### Clock network drawn from the DEF

(1.5 px per um)
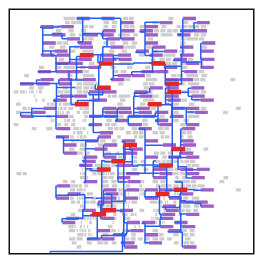
### Port wiring

(3 px per um)
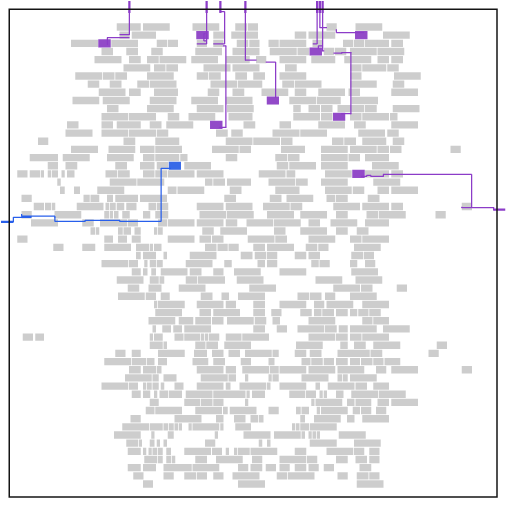
### Cell placement

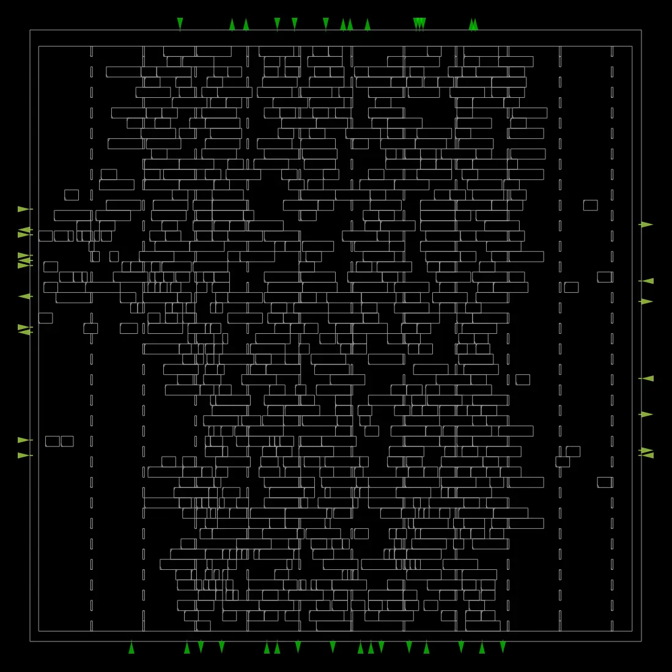
### Cell classes on the final placement

(1.5 px per um)
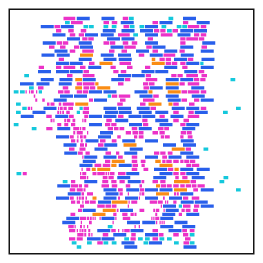
### Register map, names as in the netlist

(1.5 px per um) Other sequential cells in the stronger gray, the rest of the logic in the fainter gray.
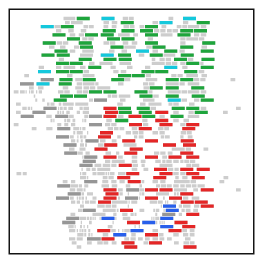
--- src/rtl/uart_bridge_pkg.sv ---
// rtl/uart_bridge_pkg.sv - shared state encodings and RX entry layout for the UART host bridge
package uart_bridge_pkg;

  // Transmit side: hand one byte to the UART, then follow t_empty through accept and drain.
  typedef enum logic [1:0] {
    TX_IDLE,
    TX_STROBE,
    TX_ACK,
    TX_DRAIN
  } tx_state_t;

  // Receive side: capture, strobe rdn once, then wait for the UART to drop r_ready.
  typedef enum logic [1:0] {
    RX_IDLE,
    RX_STROBE,
    RX_WAIT
  } rx_state_t;

  localparam int RX_DATA_LSB = 0;
  localparam int RX_DATA_MSB = 7;
  localparam int RX_PERR_BIT = 8;
  localparam int RX_FERR_BIT = 9;
  localparam int RX_ENTRY_W  = 10;

  // Build an RX FIFO entry from the UART's byte and error flags.
  function automatic logic [RX_ENTRY_W-1:0] pack_rx_entry(input logic ferr,
                                                          input logic perr,
                                                          input logic [7:0] data);
    logic [RX_ENTRY_W-1:0] e;
    e = '0;
    e[RX_DATA_MSB:RX_DATA_LSB] = data;
    e[RX_PERR_BIT] = perr;
    e[RX_FERR_BIT] = ferr;
    return e;
  endfunction

endpackage

--- src/rtl/uart_host_bridge_if.sv ---
// rtl/uart_host_bridge_if.sv - host stream and UART CPU handshake bundle for the bridge
interface uart_host_bridge_if;
  // host transmit stream
  logic [7:0] tx_data;
  logic       tx_valid;
  logic       tx_ready;
  // host receive stream
  logic [7:0] rx_data;
  logic       rx_perr;
  logic       rx_ferr;
  logic       rx_valid;
  logic       rx_ready;
  logic       rx_overrun;
  logic       ovr_clr;
  // UART transmitter handshake
  logic       wrn;
  logic [7:0] d_in;
  logic       t_empty;
  // UART receiver handshake
  logic       rdn;
  logic [7:0] d_out;
  logic       r_ready;
  logic       parity_error;
  logic       frame_error;

  // The bridge itself.
  modport slave (
    input  tx_data, tx_valid, rx_ready, ovr_clr,
    input  t_empty, d_out, r_ready, parity_error, frame_error,
    output tx_ready, rx_data, rx_perr, rx_ferr, rx_valid, rx_overrun,
    output wrn, d_in, rdn
  );

  // Host logic plus the UART on the far side.
  modport master (
    output tx_data, tx_valid, rx_ready, ovr_clr,
    output t_empty, d_out, r_ready, parity_error, frame_error,
    input  tx_ready, rx_data, rx_perr, rx_ferr, rx_valid, rx_overrun,
    input  wrn, d_in, rdn
  );
endinterface

--- src/rtl/sync_fifo.sv ---
// rtl/sync_fifo.sv - single-clock FIFO with combinational head and push-through-on-pop when full
module sync_fifo #(
  parameter int WIDTH      = 8,
  parameter int DEPTH_LOG2 = 3
) (
  input  logic             clk16x,
  input  logic             clr,
  input  logic             push,
  input  logic [WIDTH-1:0] wdata,
  input  logic             pop,
  output logic [WIDTH-1:0] rdata,
  output logic             full,
  output logic             empty
);
  localparam int DEPTH = 1 << DEPTH_LOG2;
  localparam int CW    = DEPTH_LOG2 + 1;

  logic [WIDTH-1:0]      mem [DEPTH];
  logic [DEPTH_LOG2-1:0] wr_ptr;
  logic [DEPTH_LOG2-1:0] rd_ptr;
  logic [CW-1:0]         count;
  logic                  do_push;
  logic                  do_pop;

  assign full    = (count == CW'(DEPTH));
  assign empty   = (count == '0);
  assign do_pop  = pop & ~empty;
  // A pop in the same cycle frees the slot, so a push onto a full FIFO still lands.
  assign do_push = push & (~full | do_pop);
  assign rdata   = mem[rd_ptr];

  // Storage is cleared on reset so the head reads zero while empty.
  always_ff @(posedge clk16x or posedge clr) begin
    if (clr) begin
      for (int i = 0; i < DEPTH; i++) mem[i] <= '0;
    end else if (do_push) begin
      mem[wr_ptr] <= wdata;
    end
  end

  // Pointers wrap naturally mod DEPTH; count tracks occupancy.
  always_ff @(posedge clk16x or posedge clr) begin
    if (clr) begin
      wr_ptr <= '0;
      rd_ptr <= '0;
      count  <= '0;
    end else begin
      if (do_push) wr_ptr <= wr_ptr + DEPTH_LOG2'(1);
      if (do_pop)  rd_ptr <= rd_ptr + DEPTH_LOG2'(1);
      case ({do_push, do_pop})
        2'b10:   count <= count + CW'(1);
        2'b01:   count <= count - CW'(1);
        default: count <= count;
      endcase
    end
  end
endmodule

--- src/rtl/uart_host_bridge.sv ---
// rtl/uart_host_bridge.sv - buffers host bytes to/from the UART CPU handshake through two FIFOs
module uart_host_bridge #(
  parameter int DEPTH_LOG2 = 3,
  parameter int WR_PULSE   = 2
) (
  input  logic              clk16x,
  input  logic              clr,
  uart_host_bridge_if.slave bus
);
  import uart_bridge_pkg::*;

  localparam int CNT_W = (WR_PULSE > 1) ? $clog2(WR_PULSE) : 1;
  localparam logic [CNT_W-1:0] LAST_CNT = CNT_W'(WR_PULSE - 1);

  tx_state_t             tx_state;
  rx_state_t             rx_state;
  logic [CNT_W-1:0]      strobe_cnt;
  logic                  wrn_q;
  logic                  rdn_q;
  logic [7:0]            d_in_q;
  logic                  overrun_q;
  logic [RX_ENTRY_W-1:0] rx_cap;

  logic                  tx_full;
  logic                  tx_fifo_empty;
  logic [7:0]            tx_head;
  logic                  tx_push;
  logic                  tx_pop;

  logic                  rx_full;
  logic                  rx_fifo_empty;
  logic [RX_ENTRY_W-1:0] rx_head;
  logic                  rx_push;
  logic                  rx_drop;

  assign tx_push = bus.tx_valid & ~tx_full;
  assign tx_pop  = (tx_state == TX_IDLE) & ~tx_fifo_empty & bus.t_empty;

  // The captured entry is pushed during the single rdn-low cycle.
  assign rx_push = (rx_state == RX_STROBE);
  assign rx_drop = rx_push & rx_full & ~bus.rx_ready;

  sync_fifo #(.WIDTH(8), .DEPTH_LOG2(DEPTH_LOG2)) u_tx_fifo (
    .clk16x (clk16x),
    .clr    (clr),
    .push   (tx_push),
    .wdata  (bus.tx_data),
    .pop    (tx_pop),
    .rdata  (tx_head),
    .full   (tx_full),
    .empty  (tx_fifo_empty)
  );

  sync_fifo #(.WIDTH(RX_ENTRY_W), .DEPTH_LOG2(DEPTH_LOG2)) u_rx_fifo (
    .clk16x (clk16x),
    .clr    (clr),
    .push   (rx_push),
    .wdata  (rx_cap),
    .pop    (bus.rx_ready),
    .rdata  (rx_head),
    .full   (rx_full),
    .empty  (rx_fifo_empty)
  );

  // TX FSM: pop one byte, hold wrn low WR_PULSE cycles, then track t_empty low and back high.
  always_ff @(posedge clk16x or posedge clr) begin
    if (clr) begin
      tx_state   <= TX_IDLE;
      wrn_q      <= 1'b1;
      d_in_q     <= '0;
      strobe_cnt <= '0;
    end else begin
      case (tx_state)
        TX_IDLE: begin
          if (tx_pop) begin
            d_in_q     <= tx_head;
            wrn_q      <= 1'b0;
            strobe_cnt <= '0;
            tx_state   <= TX_STROBE;
          end
        end
        TX_STROBE: begin
          if (strobe_cnt == LAST_CNT) begin
            wrn_q    <= 1'b1;
            tx_state <= TX_ACK;
          end else begin
            strobe_cnt <= strobe_cnt + CNT_W'(1);
          end
        end
        TX_ACK: begin
          if (!bus.t_empty) tx_state <= TX_DRAIN;
        end
        TX_DRAIN: begin
          if (bus.t_empty) tx_state <= TX_IDLE;
        end
        default: tx_state <= TX_IDLE;
      endcase
    end
  end

  // RX FSM: capture on r_ready, strobe rdn for one cycle, and refuse to re-read until r_ready drops.
  always_ff @(posedge clk16x or posedge clr) begin
    if (clr) begin
      rx_state <= RX_IDLE;
      rdn_q    <= 1'b1;
      rx_cap   <= '0;
    end else begin
      case (rx_state)
        RX_IDLE: begin
          if (bus.r_ready) begin
            rx_cap   <= pack_rx_entry(bus.frame_error, bus.parity_error, bus.d_out);
            rdn_q    <= 1'b0;
            rx_state <= RX_STROBE;
          end
        end
        RX_STROBE: begin
          rdn_q    <= 1'b1;
          rx_state <= RX_WAIT;
        end
        RX_WAIT: begin
          if (!bus.r_ready) rx_state <= RX_IDLE;
        end
        default: rx_state <= RX_IDLE;
      endcase
    end
  end

  // Sticky overrun: a dropped byte wins over a same-cycle clear.
  always_ff @(posedge clk16x or posedge clr) begin
    if (clr) begin
      overrun_q <= 1'b0;
    end else if (rx_drop) begin
      overrun_q <= 1'b1;
    end else if (bus.ovr_clr) begin
      overrun_q <= 1'b0;
    end
  end

  assign bus.wrn        = wrn_q;
  assign bus.d_in       = d_in_q;
  assign bus.rdn        = rdn_q;
  assign bus.tx_ready   = ~tx_full;
  assign bus.rx_valid   = ~rx_fifo_empty;
  assign bus.rx_data    = rx_head[RX_DATA_MSB:RX_DATA_LSB];
  assign bus.rx_perr    = rx_head[RX_PERR_BIT];
  assign bus.rx_ferr    = rx_head[RX_FERR_BIT];
  assign bus.rx_overrun = overrun_q;
endmodule
--- src/flat_wrapper.sv ---
// flat-port wrapper written by rule: the top's interface ports become plain ports
module uart_host_bridge_flat import uart_bridge_pkg::*;
#(
  parameter int DEPTH_LOG2 = 3,
  parameter int WR_PULSE   = 2
)
  (clk16x, clr, bus_tx_data, bus_tx_valid, bus_rx_ready, bus_ovr_clr, bus_t_empty, bus_d_out, bus_r_ready, bus_parity_error, bus_frame_error, bus_tx_ready, bus_rx_data, bus_rx_perr, bus_rx_ferr, bus_rx_valid, bus_rx_overrun, bus_wrn, bus_d_in, bus_rdn);
  uart_host_bridge_if bus_i ();
  input  logic clk16x;
  input  logic clr;
  input wire logic [$bits(bus_i.tx_data)-1:0] bus_tx_data;
  input wire logic [$bits(bus_i.tx_valid)-1:0] bus_tx_valid;
  input wire logic [$bits(bus_i.rx_ready)-1:0] bus_rx_ready;
  input wire logic [$bits(bus_i.ovr_clr)-1:0] bus_ovr_clr;
  input wire logic [$bits(bus_i.t_empty)-1:0] bus_t_empty;
  input wire logic [$bits(bus_i.d_out)-1:0] bus_d_out;
  input wire logic [$bits(bus_i.r_ready)-1:0] bus_r_ready;
  input wire logic [$bits(bus_i.parity_error)-1:0] bus_parity_error;
  input wire logic [$bits(bus_i.frame_error)-1:0] bus_frame_error;
  output wire logic [$bits(bus_i.tx_ready)-1:0] bus_tx_ready;
  output wire logic [$bits(bus_i.rx_data)-1:0] bus_rx_data;
  output wire logic [$bits(bus_i.rx_perr)-1:0] bus_rx_perr;
  output wire logic [$bits(bus_i.rx_ferr)-1:0] bus_rx_ferr;
  output wire logic [$bits(bus_i.rx_valid)-1:0] bus_rx_valid;
  output wire logic [$bits(bus_i.rx_overrun)-1:0] bus_rx_overrun;
  output wire logic [$bits(bus_i.wrn)-1:0] bus_wrn;
  output wire logic [$bits(bus_i.d_in)-1:0] bus_d_in;
  output wire logic [$bits(bus_i.rdn)-1:0] bus_rdn;
  assign bus_i.tx_data = bus_tx_data;
  assign bus_i.tx_valid = bus_tx_valid;
  assign bus_i.rx_ready = bus_rx_ready;
  assign bus_i.ovr_clr = bus_ovr_clr;
  assign bus_i.t_empty = bus_t_empty;
  assign bus_i.d_out = bus_d_out;
  assign bus_i.r_ready = bus_r_ready;
  assign bus_i.parity_error = bus_parity_error;
  assign bus_i.frame_error = bus_frame_error;
  assign bus_tx_ready = bus_i.tx_ready;
  assign bus_rx_data = bus_i.rx_data;
  assign bus_rx_perr = bus_i.rx_perr;
  assign bus_rx_ferr = bus_i.rx_ferr;
  assign bus_rx_valid = bus_i.rx_valid;
  assign bus_rx_overrun = bus_i.rx_overrun;
  assign bus_wrn = bus_i.wrn;
  assign bus_d_in = bus_i.d_in;
  assign bus_rdn = bus_i.rdn;
  uart_host_bridge #(.DEPTH_LOG2(DEPTH_LOG2), .WR_PULSE(WR_PULSE)) u_core (.clk16x(clk16x), .clr(clr), .bus(bus_i));
endmodule
--- config.mk ---
export PLATFORM = sky130hd
export DESIGN_NAME = uart_host_bridge_flat
export DESIGN_NICKNAME = d
export VERILOG_FILES = /design/src/rtl/uart_bridge_pkg.sv /design/src/rtl/uart_host_bridge_if.sv /design/src/rtl/sync_fifo.sv /design/src/rtl/uart_host_bridge.sv /design/src/flat_wrapper.sv
export SDC_FILE = /design/constraint.sdc
export NUM_CORES = 1
export LEC_CHECK = 0
export ABC_CLOCK_PERIOD_IN_PS = 7800
export CORE_MARGIN = 2
export CORE_UTILIZATION = 35
export DETAILED_ROUTE_END_ITERATION = 8
export HOLD_SLACK_MARGIN = 0.12
export SYNTH_ARGS = -nofsm -noshare
export SYNTH_HDL_FRONTEND = slang
export SYNTH_SLANG_ARGS = --single-unit
export TNS_END_PERCENT = 100
--- constraint.sdc ---
create_clock -name clk16x -period 7.8 [get_ports clk16x]
set_input_delay 1.17 -clock clk16x [delete_from_list [all_inputs] [get_ports clk16x]]
set_output_delay 1.17 -clock clk16x [all_outputs]
set_load 0.02 [all_outputs]
==> results.cfg <==
; generated from flow reports
[worst_setup_path]
rr_startpoint = u_core.u_tx_fifo.count[1]
crit_cells = 4
rrSetupSlack_ps = 4650
worst-path-buf-inv = 2

[clock_tree]
cts-root-buf = clkbuf_16
cts_tree = done

[final_layout]
largest_register_ffs = 80
reg_top3 = u_core.u_rx_fifo.mem: 80 flops, u_core.u_tx_fifo.mem: 64 flops, u_core.rx_cap: 10 flops
drive_above_1_share_pct = 36.3

[global_routing]
grt_pass1_vias = 5637
use_met2_pct = 25.1

[logic_synthesis]
synth_area_sq_um = 8750
yosysWarnings = 0

[run_status]
status = finished clean

[pwr]
clkPwrFrac_pct = 19.9
p_comb_mw = 1.69

[detailed_routing]
drc = 0
drt_iter0_markers = 351

[floorplan]
die_x_um = 162
pin_count = 48

[final_timing]
hold_violations = 0
slew_viol_final = 0
max_freq_ghz = 0.248
layout_setup_ws_ps = 3760
-- 'Clock network drawn from the DEF' (at the start) --
blue -> clock wires  # length 2,180 um
purple -> flip-flops  # count 190
red -> clock-net drivers  # count 17
routed clock nets = 18

-- 'Port wiring' (at the start) --
purple -> `bus_d_out`  # direction input, end cells 8, wire 258 um
blue -> `bus_rx_ferr`  # direction output, end cells 1, wire 78.6 um

-- 'Cell placement' (at the start) --
Well Taps: 324
placement row count: 57

-- 'Cell classes on the final placement' (at the start) --
magenta -> remaining logic cells  # cells 390, share of their area 40%
orange -> clock drivers and dummy loads  # cells 31, share of their area 6.2%
blue -> sequential cells  # cells 190, share of their area 49%
cyan -> remaining buffers and delay cells  # cells 53, share of their area 5.3%

-- 'Register map, names as in the netlist' (at the start) --
cyan -> `u_core.rx_cap`  # placed flops 10
red -> `u_core.u_tx_fifo.mem`  # placed flops 64
blue -> `u_core.bus.d_in`  # placed flops 8, where bottom center
green -> `u_core.u_rx_fifo.mem`  # placed flops 80

logic make-up after synthesis:
group	synth area share, %
adders and majority gates	2.15
xor gates and xnor gates	1.80
AOI/OAI and AO/OA	2.32
DFF	54.4
and+or+nand+nor	6.35
muxes	31.0
buffers and inverters	1.96
final cells by class:
type | instances | area (sq um)
Clock buffer | 19 | 453
Clock inverter | 12 | 150
Fill cell | 2189 | 14200
Inverter | 10 | 47.5
Multi-Input combinational cell | 380 | 3820
Sequential cell | 190 | 4760
Tap cell | 324 | 405
Timing Repair Buffer | 53 | 515
worst min-delay path: stages (launching register included):
cell	delay (ps)
dfstp_2	370
nand2_1	50
nand2_1	50
